`src/rtl/if_stage.sv`:
```
// Instruction fetch stage: PC register, I-cache miss/redirect FSM and the IF/ID pipeline register.
// branch_target[1:0] are ignored and PC arithmetic wraps modulo 2^32.
module if_stage #(
  parameter logic [31:0] RESET_VECTOR = 32'h0000_0000
) (
  input  logic        clk,
  input  logic        reset,
  input  logic        stall,
  input  logic        branch_taken,
  input  logic [31:0] branch_target,
  output logic        imem_read,
  output logic [31:0] imem_addr,
  input  logic [31:0] imem_rdata,
  input  logic        imem_busy,
  output logic [31:0] if_id_pc,
  output logic [31:0] if_id_instr,
  output logic        if_id_valid,
  output logic [1:0]  if_state
);

  // state    | meaning
  // RUN      | fetching at pc, hits captured every unstalled cycle
  // MISS     | waiting on a miss at miss_addr (== pc), data captured on completion
  // DISCARD  | outstanding miss at miss_addr is stale after a redirect; drop its data
  typedef enum logic [1:0] {
    ST_RUN     = 2'd0,
    ST_MISS    = 2'd1,
    ST_DISCARD = 2'd2
  } state_e;

  state_e      state_q, state_d;
  logic [31:0] pc_q, pc_d;
  logic [31:0] miss_addr_q, miss_addr_d;
  logic [31:0] id_pc_q, id_pc_d;
  logic [31:0] id_instr_q, id_instr_d;
  logic        id_valid_q, id_valid_d;

  logic [31:0] target;
  logic [31:0] pc_inc;

  assign target = {branch_target[31:2], 2'b00};
  assign pc_inc = pc_q + 32'd4;

  always_ff @(posedge clk) begin
    if (reset) begin
      state_q     <= ST_RUN;
      pc_q        <= RESET_VECTOR;
      miss_addr_q <= RESET_VECTOR;
      id_pc_q     <= '0;
      id_instr_q  <= '0;
      id_valid_q  <= 1'b0;
    end else begin
      state_q     <= state_d;
      pc_q        <= pc_d;
      miss_addr_q <= miss_addr_d;
      id_pc_q     <= id_pc_d;
      id_instr_q  <= id_instr_d;
      id_valid_q  <= id_valid_d;
    end
  end

  always_comb begin
    state_d     = state_q;
    pc_d        = pc_q;
    miss_addr_d = miss_addr_q;
    id_pc_d     = id_pc_q;
    id_instr_d  = id_instr_q;
    id_valid_d  = id_valid_q;

    case (state_q)
      ST_RUN: begin
        if (branch_taken) begin
          pc_d       = target;
          id_valid_d = 1'b0;
          if (imem_busy) begin
            miss_addr_d = pc_q;
            state_d     = ST_DISCARD;
          end
        end else if (imem_busy) begin
          miss_addr_d = pc_q;
          state_d     = ST_MISS;
          // decode consumes the current entry unless stalled, so it becomes a bubble
          if (!stall) id_valid_d = 1'b0;
        end else if (!stall) begin
          id_pc_d    = pc_q;
          id_instr_d = imem_rdata;
          id_valid_d = 1'b1;
          pc_d       = pc_inc;
        end
      end

      ST_MISS: begin
        if (branch_taken) begin
          pc_d       = target;
          id_valid_d = 1'b0;
          state_d    = ST_DISCARD;
        end else if (imem_busy) begin
          if (!stall) id_valid_d = 1'b0;
        end else begin
          state_d = ST_RUN;
          if (!stall) begin
            id_pc_d    = pc_q;
            id_instr_d = imem_rdata;
            id_valid_d = 1'b1;
            pc_d       = pc_inc;
          end
        end
      end

      ST_DISCARD: begin
        if (branch_taken) begin
          pc_d       = target;
          id_valid_d = 1'b0;
        end else if (!stall) begin
          id_valid_d = 1'b0;
        end
        if (!imem_busy) state_d = ST_RUN;
      end

      default: state_d = ST_RUN;
    endcase
  end

  assign imem_read   = ~reset;
  assign imem_addr   = (reset || state_q == ST_RUN) ? pc_q : miss_addr_q;
  assign if_id_pc    = id_pc_q;
  assign if_id_instr = id_instr_q;
  assign if_id_valid = id_valid_q;
  assign if_state    = state_q;

endmodule
```
`config.mk`:
```
export PLATFORM = sky130hd
export DESIGN_NAME = if_stage
export DESIGN_NICKNAME = d
export VERILOG_FILES = /design/src/rtl/if_stage.sv
export SDC_FILE = /design/constraint.sdc
export NUM_CORES = 1
export LEC_CHECK = 0
export ABC_AREA = 1
export CORE_MARGIN = 8
export CORE_UTILIZATION = 40
export DETAILED_ROUTE_END_ITERATION = 7
export GPL_TIMING_DRIVEN = 0
export PLACE_DENSITY = 0.69
export SETUP_SLACK_MARGIN = 0.15
export SLEW_MARGIN = 20
export SYNTH_ARGS = -nofsm -noshare
export SYNTH_HDL_FRONTEND = slang
export SYNTH_SLANG_ARGS = --single-unit
```
`constraint.sdc`:
```
create_clock -name clk -period 1.65 [get_ports clk]
set_input_delay 0.165 -clock clk [delete_from_list [all_inputs] [get_ports clk]]
set_output_delay 0.165 -clock clk [all_outputs]
set_load 0.01 [all_outputs]
```
==> run_results.csv <==
group,metric,value,unit
layout,fill_cells,1151,
worst_setup_path,critPathKind,"register to output pin",
synth,ys_cells,847,
layout,regArea,2540,µm²
sta,layout_min_cycle_time,1820,ps
layout,final.clkbuf_count,23,
layout,antennaDiodeCount,1,
worst_setup_path,crit_arrival,1660,ps
pwr,largestPowerGroup,"the clock network",
hold_path,min_from,"imem_rdata[11]",
run_status,status,"finished, violations left",
worst_setup_path,r2r-end,"pc_q[16]",
synth,ys_sh_mux,0.00965,
sta,setup_viol,30,
sta,min_period_over_period,1.10,
global_route,grt_pass1_wl,33.5,mm
synth,synth.area.top_cells,"dfxtp_1 (43%), nor2_1 (11%), nand2_1 (10%)",
global_route,grt_start_max_net_pins,17,
worst_setup_path,crit_path_end_kind,"output pin",
sta,setup_ws,-172,ps
synth,flop_cell,"dfxtp_1",
sta,max-slew-margin-rel,0.490,
run_status,violations,"setup timing",
worst_setup_path,r2r_slack,40,ps
global_route,grt_pass1_vias,6423,
placed_design,port_buffers,162,
layout,final_cell_mix,"nand2_1 (145), nor2_1 (141), dfxtp_1 (109)",
layout,sh_seq_area,0.261,
==> cell usage after synthesis (all sizes together) (2+ instances only) <==
library cell / count
nor3: 2
o21ai: 114
a21oi: 105
nand3b: 3
clkbuf: 23
a211oi: 2
inv: 44
buf: 29
nor2: 190
mux2: 5
or2: 3
dfxtp: 125
nand4: 3
a31oi: 4
nand2: 157
nand3: 31
==> through the flow <==
stage               total power, W  setup WS, ps
CTS                        0.00875          -175
global placement           0.00485         -1170
detailed placement         0.00486         -1210
finish                     0.00902          -172
floorplan                  0.00411           241
global route               0.00933          -229
==> repair_timing <==
item / CTS / global route
resized: 281 / 177
buffers inserted: 18 / 13
pin swaps: 34 / 24
gates cloned: 4 / 10
setup endpoints to repair: 145 / 178
hold endpoints to repair: 0 / 0
==> flip-flops by register name (all words and copies together), names as in the netlist <==
signal       cells
if_id_instr     32
if_id_pc        30
if_id_valid      1
if_state         2
miss_addr_q     30
pc_q            30
==> worst max-delay path by stage <==
stage                    end  slack (ps)  cells past startpoint
2_1_floorplan       pc_q[28]         240                     10
3_5_place_dp    imem_addr[5]       -1210                      7
6_report       imem_addr[26]        -170                      8
3_3_place_gp    imem_addr[5]       -1170                      7
5_1_grt        imem_addr[23]        -230                      8
4_1_cts        imem_addr[30]        -170                      8
==> layer usage <==
metal,part of all wire,vias up,GRT usage
met3,0.12,74,0.0980
met5,0,-,0
met4,0.039,0,0.0923
met2,0.45,350,0.358
li1,-,3243,-
met1,0.39,3079,0.274
==> worst max-delay path, delay by kind of cell (launching register included) <==
| family | cells | cell delay (ps) |
|---|---|---|
| compound gates | 1 | 110 |
| buf+inv | 5 | 660 |
| simple gates | 2 | 120 |
| flops | 1 | 350 |
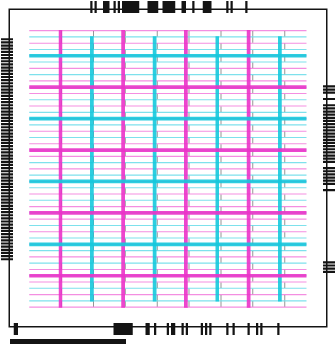
(images/pdn.png)
The bar under the picture is 50 µm long. Pins as bars on the die edge. Tap cells in grey.
legend:
  magenta:
    net: VSS
  cyan:
    net: VDD
rows: 44
met4 straps: 8
met5 straps: 8
signal pins: 169
met1 rails: 45
Die Y: 137 µm
Worst VDD drop: 0.826 mV

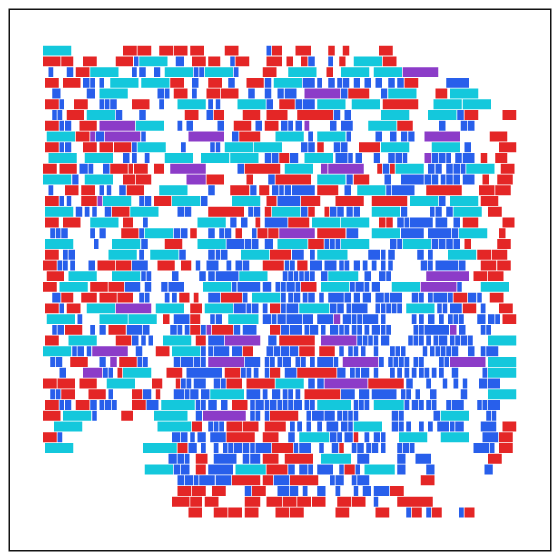
(images/cell_classes.png)
legend:
  blue:
    class: all other logic
    cells: 673
    share_of_their_area: 38%
  red:
    class: other buffers and delay cells
    cells: 259
    share_of_their_area: 30%
  purple:
    class: clock drivers and dummy loads
    cells: 31
    share_of_their_area: 6.1%
  cyan:
    class: flops
    cells: 125
    share_of_their_area: 27%
Cell Rows: 44
post-route cell area: 9730 µm²

No activity file was given, so power comes from the tool's default toggle rates.
